==> src/rtl/l1_mem_arbiter_if.sv <==
// Bus bundle between the L1 caches, the arbiter and physical memory.
// The arbiter uses the slave modport; the surrounding environment uses master.
interface l1_mem_arbiter_if #(
  parameter int unsigned ADDR_W = 12,
  parameter int unsigned DATA_W = 128,
  parameter int unsigned SEL_W  = 16
);
  logic [1:0]          req_cyc;
  logic [1:0]          req_stb;
  logic [1:0]          req_we;
  logic [2*ADDR_W-1:0] req_adr;
  logic [2*SEL_W-1:0]  req_sel;
  logic [2*DATA_W-1:0] req_dat_m;
  logic [DATA_W-1:0]   req_dat_s;
  logic [1:0]          req_ack;
  logic [1:0]          req_rty;
  logic                mem_cyc;
  logic                mem_stb;
  logic                mem_we;
  logic [ADDR_W-1:0]   mem_adr;
  logic [SEL_W-1:0]    mem_sel;
  logic [DATA_W-1:0]   mem_dat_m;
  logic [DATA_W-1:0]   mem_dat_s;
  logic                mem_ack;
  logic                mem_rty;
  logic [1:0]          owner;
  logic                timeout_pulse;

  modport slave (
    input  req_cyc, req_stb, req_we, req_adr, req_sel, req_dat_m,
    input  mem_dat_s, mem_ack, mem_rty,
    output req_dat_s, req_ack, req_rty,
    output mem_cyc, mem_stb, mem_we, mem_adr, mem_sel, mem_dat_m,
    output owner, timeout_pulse
  );

  modport master (
    output req_cyc, req_stb, req_we, req_adr, req_sel, req_dat_m,
    output mem_dat_s, mem_ack, mem_rty,
    input  req_dat_s, req_ack, req_rty,
    input  mem_cyc, mem_stb, mem_we, mem_adr, mem_sel, mem_dat_m,
    input  owner, timeout_pulse
  );
endinterface

==> src/rtl/l1_mem_arbiter.sv <==
// Round-robin arbiter sharing one memory wishbone port between icache and dcache,
// with a watchdog that turns a stalled memory access into a retry.
module l1_mem_arbiter #(
  parameter int unsigned ADDR_W  = 12,
  parameter int unsigned DATA_W  = 128,
  parameter int unsigned SEL_W   = 16,
  parameter int unsigned TIMEOUT = 255
) (
  input logic              clk,
  input logic              rst,
  l1_mem_arbiter_if.slave  bus
);

  localparam int unsigned CNT_W = $clog2(TIMEOUT + 1);

  typedef enum logic [1:0] {
    ST_IDLE,
    ST_BUSY,
    ST_RELEASE
  } state_t;

  state_t           r_state;
  state_t           w_state_nxt;
  logic [1:0]       r_owner;
  logic [1:0]       w_owner_nxt;
  logic [1:0]       r_last_owner;
  logic [1:0]       w_last_nxt;
  logic [CNT_W-1:0] r_wdog;
  logic [CNT_W-1:0] w_wdog_nxt;
  logic [1:0]       w_valid;
  logic             w_own;
  logic             w_expire;

  assign w_valid       = bus.req_cyc & bus.req_stb;
  assign w_own         = r_owner[1];
  assign bus.req_dat_s = bus.mem_dat_s;

  // last_owner resets to dcache so the icache wins the first tie
  always_ff @(posedge clk or posedge rst) begin
    if (rst) begin
      r_state      <= ST_IDLE;
      r_owner      <= 2'b00;
      r_last_owner <= 2'b10;
      r_wdog       <= '0;
    end else begin
      r_state      <= w_state_nxt;
      r_owner      <= w_owner_nxt;
      r_last_owner <= w_last_nxt;
      r_wdog       <= w_wdog_nxt;
    end
  end

  always_comb begin
    w_state_nxt       = r_state;
    w_owner_nxt       = r_owner;
    w_last_nxt        = r_last_owner;
    w_wdog_nxt        = r_wdog;
    w_expire          = 1'b0;
    bus.mem_cyc       = 1'b0;
    bus.mem_stb       = 1'b0;
    bus.mem_we        = 1'b0;
    bus.mem_adr       = '0;
    bus.mem_sel       = '0;
    bus.mem_dat_m     = '0;
    bus.req_ack       = 2'b00;
    bus.req_rty       = 2'b00;
    bus.owner         = 2'b00;
    bus.timeout_pulse = 1'b0;

    case (r_state)
      ST_IDLE: begin
        if (|w_valid) begin
          // last_owner is one-hot, so its inverse is the other requester
          w_owner_nxt = (&w_valid) ? ~r_last_owner : w_valid;
          w_last_nxt  = w_owner_nxt;
          w_wdog_nxt  = '0;
          w_state_nxt = ST_BUSY;
        end
      end

      ST_BUSY: begin
        bus.owner     = r_owner;
        bus.mem_cyc   = bus.req_cyc[w_own];
        bus.mem_stb   = bus.req_stb[w_own];
        bus.mem_we    = bus.req_we[w_own];
        bus.mem_adr   = w_own ? bus.req_adr[ADDR_W +: ADDR_W] : bus.req_adr[0 +: ADDR_W];
        bus.mem_sel   = w_own ? bus.req_sel[SEL_W +: SEL_W]   : bus.req_sel[0 +: SEL_W];
        bus.mem_dat_m = w_own ? bus.req_dat_m[DATA_W +: DATA_W] : bus.req_dat_m[0 +: DATA_W];

        // a real ack or rty always beats watchdog expiry
        w_expire = !bus.mem_ack && !bus.mem_rty && (r_wdog == CNT_W'(TIMEOUT - 1));

        bus.req_ack       = bus.mem_ack ? r_owner : 2'b00;
        bus.req_rty       = (bus.mem_rty || w_expire) ? r_owner : 2'b00;
        bus.timeout_pulse = w_expire;

        if (bus.mem_ack || bus.mem_rty || w_expire || !bus.req_cyc[w_own]) begin
          w_state_nxt = ST_RELEASE;
        end else if (r_wdog != CNT_W'(TIMEOUT)) begin
          w_wdog_nxt = r_wdog + CNT_W'(1);
        end
      end

      ST_RELEASE: w_state_nxt = ST_IDLE;

      default: w_state_nxt = ST_IDLE;
    endcase
  end

endmodule
==> src/flat_wrapper.sv <==
// flat-port wrapper written by rule: the top's interface ports become plain ports
module l1_mem_arbiter_flat 
#(
  parameter int unsigned ADDR_W  = 12,
  parameter int unsigned DATA_W  = 128,
  parameter int unsigned SEL_W   = 16,
  parameter int unsigned TIMEOUT = 255
)
  (clk, rst, bus_req_cyc, bus_req_stb, bus_req_we, bus_req_adr, bus_req_sel, bus_req_dat_m, bus_mem_dat_s, bus_mem_ack, bus_mem_rty, bus_req_dat_s, bus_req_ack, bus_req_rty, bus_mem_cyc, bus_mem_stb, bus_mem_we, bus_mem_adr, bus_mem_sel, bus_mem_dat_m, bus_owner, bus_timeout_pulse);
  l1_mem_arbiter_if #(.ADDR_W(ADDR_W), .DATA_W(DATA_W), .SEL_W(SEL_W)) bus_i ();
  input logic clk;
  input logic rst;
  input wire logic [$bits(bus_i.req_cyc)-1:0] bus_req_cyc;
  input wire logic [$bits(bus_i.req_stb)-1:0] bus_req_stb;
  input wire logic [$bits(bus_i.req_we)-1:0] bus_req_we;
  input wire logic [$bits(bus_i.req_adr)-1:0] bus_req_adr;
  input wire logic [$bits(bus_i.req_sel)-1:0] bus_req_sel;
  input wire logic [$bits(bus_i.req_dat_m)-1:0] bus_req_dat_m;
  input wire logic [$bits(bus_i.mem_dat_s)-1:0] bus_mem_dat_s;
  input wire logic [$bits(bus_i.mem_ack)-1:0] bus_mem_ack;
  input wire logic [$bits(bus_i.mem_rty)-1:0] bus_mem_rty;
  output wire logic [$bits(bus_i.req_dat_s)-1:0] bus_req_dat_s;
  output wire logic [$bits(bus_i.req_ack)-1:0] bus_req_ack;
  output wire logic [$bits(bus_i.req_rty)-1:0] bus_req_rty;
  output wire logic [$bits(bus_i.mem_cyc)-1:0] bus_mem_cyc;
  output wire logic [$bits(bus_i.mem_stb)-1:0] bus_mem_stb;
  output wire logic [$bits(bus_i.mem_we)-1:0] bus_mem_we;
  output wire logic [$bits(bus_i.mem_adr)-1:0] bus_mem_adr;
  output wire logic [$bits(bus_i.mem_sel)-1:0] bus_mem_sel;
  output wire logic [$bits(bus_i.mem_dat_m)-1:0] bus_mem_dat_m;
  output wire logic [$bits(bus_i.owner)-1:0] bus_owner;
  output wire logic [$bits(bus_i.timeout_pulse)-1:0] bus_timeout_pulse;
  assign bus_i.req_cyc = bus_req_cyc;
  assign bus_i.req_stb = bus_req_stb;
  assign bus_i.req_we = bus_req_we;
  assign bus_i.req_adr = bus_req_adr;
  assign bus_i.req_sel = bus_req_sel;
  assign bus_i.req_dat_m = bus_req_dat_m;
  assign bus_i.mem_dat_s = bus_mem_dat_s;
  assign bus_i.mem_ack = bus_mem_ack;
  assign bus_i.mem_rty = bus_mem_rty;
  assign bus_req_dat_s = bus_i.req_dat_s;
  assign bus_req_ack = bus_i.req_ack;
  assign bus_req_rty = bus_i.req_rty;
  assign bus_mem_cyc = bus_i.mem_cyc;
  assign bus_mem_stb = bus_i.mem_stb;
  assign bus_mem_we = bus_i.mem_we;
  assign bus_mem_adr = bus_i.mem_adr;
  assign bus_mem_sel = bus_i.mem_sel;
  assign bus_mem_dat_m = bus_i.mem_dat_m;
  assign bus_owner = bus_i.owner;
  assign bus_timeout_pulse = bus_i.timeout_pulse;
  l1_mem_arbiter #(.ADDR_W(ADDR_W), .DATA_W(DATA_W), .SEL_W(SEL_W), .TIMEOUT(TIMEOUT)) u_core (.clk(clk), .rst(rst), .bus(bus_i));
endmodule
==> config.mk <==
export PLATFORM = sky130hd
export DESIGN_NAME = l1_mem_arbiter_flat
export DESIGN_NICKNAME = d
export VERILOG_FILES = /design/src/rtl/l1_mem_arbiter_if.sv /design/src/rtl/l1_mem_arbiter.sv /design/src/flat_wrapper.sv
export SDC_FILE = /design/constraint.sdc
export NUM_CORES = 1
export LEC_CHECK = 0
export CORE_AREA = 2 2 294 296
export DETAILED_ROUTE_END_ITERATION = 8
export DIE_AREA = 0 0 296 298
export PLACE_DENSITY = 0.33
export SLEW_MARGIN = 20
export SYNTH_ARGS = -nofsm -noshare
export SYNTH_HDL_FRONTEND = slang
export SYNTH_SLANG_ARGS = --single-unit
==> constraint.sdc <==
create_clock -name clk -period 1.7 [get_ports clk]
set_input_delay 0.34 -clock clk [delete_from_list [all_inputs] [get_ports clk]]
set_output_delay 0.34 -clock clk [all_outputs]
set_load 0.02 [all_outputs]
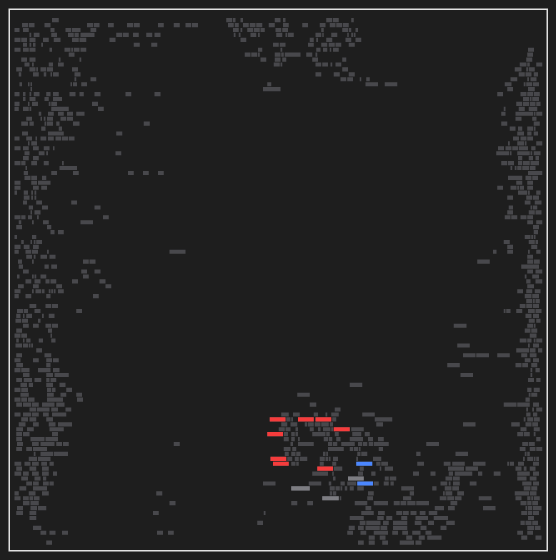
Fig. 1. Where the registers sit.
Other sequential cells in the stronger grey, the rest of the logic in the fainter grey.
- red: u_core.r_wdog (flops 8; where south)
- blue: u_core.r_state (flops 2)

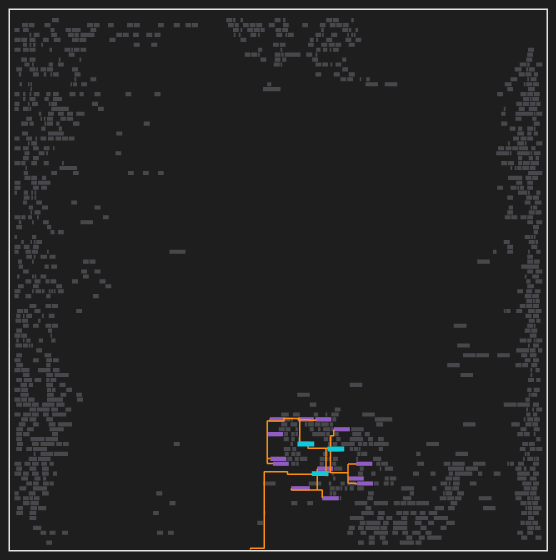
Fig. 2. Clock network drawn from the DEF.
- purple: flip-flops (count 13)
- cyan: clock drivers (count 3)
- orange: clock wires (length 294 microns)
- flops lie: south
clock share of power: 3.9%
P_clk: 459 uW
Setup Skew: 0.00572 ns
worst skew pair latency: 0.25 ns

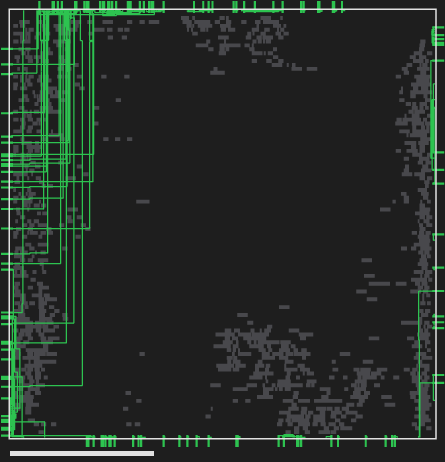
Fig. 3. Wires at chosen ports, followed through buffers.
Scale bar: 100 microns.
- green: bus_mem_dat_s (bits 128; direction input; edge 43 north, 38 west, 30 south, 17 east; end cells 0; wire 5,420 microns)
Port Buffers: 487
# IOs: 744

==> out/summary.txt <==
Uppermost routed layer - met5
Dominant kind of combinational cell - multiplexers
Max_cap viols - 0
AND/OR/NAND/NOR Cells, Area Fraction - 20.5%
First-pass GRT wire length - 53,900 microns
Worst VDD drop - 0.000491 V
GRT Total Usage - 9.15%
Post-Synth AOI/OAI Area - 3.84%
GPL Wtd Cong - 0.792
Cell Area, Synth - 4110 sq um
Non-clock inverters - 3
Synth Instances - 563
CP bufs+invs - 3
Via density - 2.73
Final slew viol count - 0
H-tree Lvls - 1
Yosys stat area - 4110 sq um
Most used routing layer - met2
Pin count of the biggest net entering global routing - 34
Root Buffer - clkbuf_16
Metal1 wirelength - 15,400 microns
Psw - 5130 uW
Non-clock buffer count - 599
Yosys top cell area share - 38.5%
Register bit count reported by yosys - 13
Register share after synthesis - 7.95%
Post-Route WL - 44,400 microns
Crit path cell chain - buf_12 > buf_6 > mux2i_2 > nor2_1 > dlygate4sd2_1
Vias in the first global route - 6,088
Post-CTS Resized - 582
Fin crit period - 2.09 ns
Fin worst setup slack - -0.394 ns
Met2 usage - 16.2%
Largest power group - combinational logic
Instance count on the critical path - 5
Fin nets - 1,455
Max FO, Critical Path - 12
Buffering overhead - 54.4%
Clock buf count - 4
Multi-input combinational area share - 29.6%
Sequential cell area - 330 sq um
Total gr overflow - 0
PwrDens - 1010 nW/um^2
CP endpoint kind - output pin
Dpl cell area - 10,200 sq um
Chip area - 88,200 sq um
Crit path from - u_core.r_owner[1]
Post-Synth Adder-Cell Area - 0.609%
Layout cells sized above 1 - 39.4%
Leakage power - 0.00464 uW
Met1 Use GR - 9.10%
Die y size - 298 microns
Reg-to-reg startpoint - u_core.r_owner[1]
Worst-Margin Slew - 0.411 ns
DR DRC count - 0
OpenROAD warning count - 29
Wire per inst - 20.7 microns
Switching Fraction - 44.0%
Antenna-violating nets left - 0
CTS buffer count - 3
Worst flop-to-flop path endpoint - u_core.r_wdog[2]
Total setup buffers inserted after CTS - 23
Rows - 107
Ant. Diodes - 1
Status - finished with violations
Final Instance Area - 11,600 sq um
CP max stage delay - 0.44 ns
Area grow syn2layout - 182%
Max Root-Sink Buffers - 2
Met3 WL post-DR - 6500 microns
Failing checks - setup timing
Worst slack, placed - -0.505 ns
Critical path class - register to output pin
Routed met2 length - 21,000 microns
Final TNS setup - -40.05 ns
Combinational Power - 10,700 uW
Final-report hold violation count - 0
Multi-In Gates - 383
FP Util - 4.84%
Total power - 11,700 uW
Die width - 296 microns
Detailed Routing Iterations Pass 1 - 5
Most flops, register - u_core.r_wdog
Yosys xor share - 0.213%
Hold buffer count at cts - 0
Syn_area_per_cell - 7.30 sq um
Final core utilization - 13.6%
Sequential share of cell area - 2.85%
Clock network area share - 0.681%
TritonCTS sink count - 13
Top post-synthesis cells by count - 160 x nor2_1, 158 x mux2i_1, 129 x buf_4
Setup Viol. Count Final - 172
Crit-path slowest cell - dfrtp_4
Core area - 84,900 sq um
Int Power - 6530 uW
Sequential logic power - 475 uW
TritonCTS clock tree - done
Max reg flops - 8
Initial DRC count - 146
Top delay family on crit path - buffers and inverters
Synth warn - 0
Post-synth ARST share - 100%
Slew headroom - 72.5%
Yosys Instances - 563
MUX share of area - 38.9%
Worst Hold Slack - 0.328 ns
Synth cell types - 37
F_max - 478 MHz
Placed cell count - 2,103
Initial antenna violation count - 21
EDFF count, synth - 0
Power is estimated from default activity; no workload was simulated.
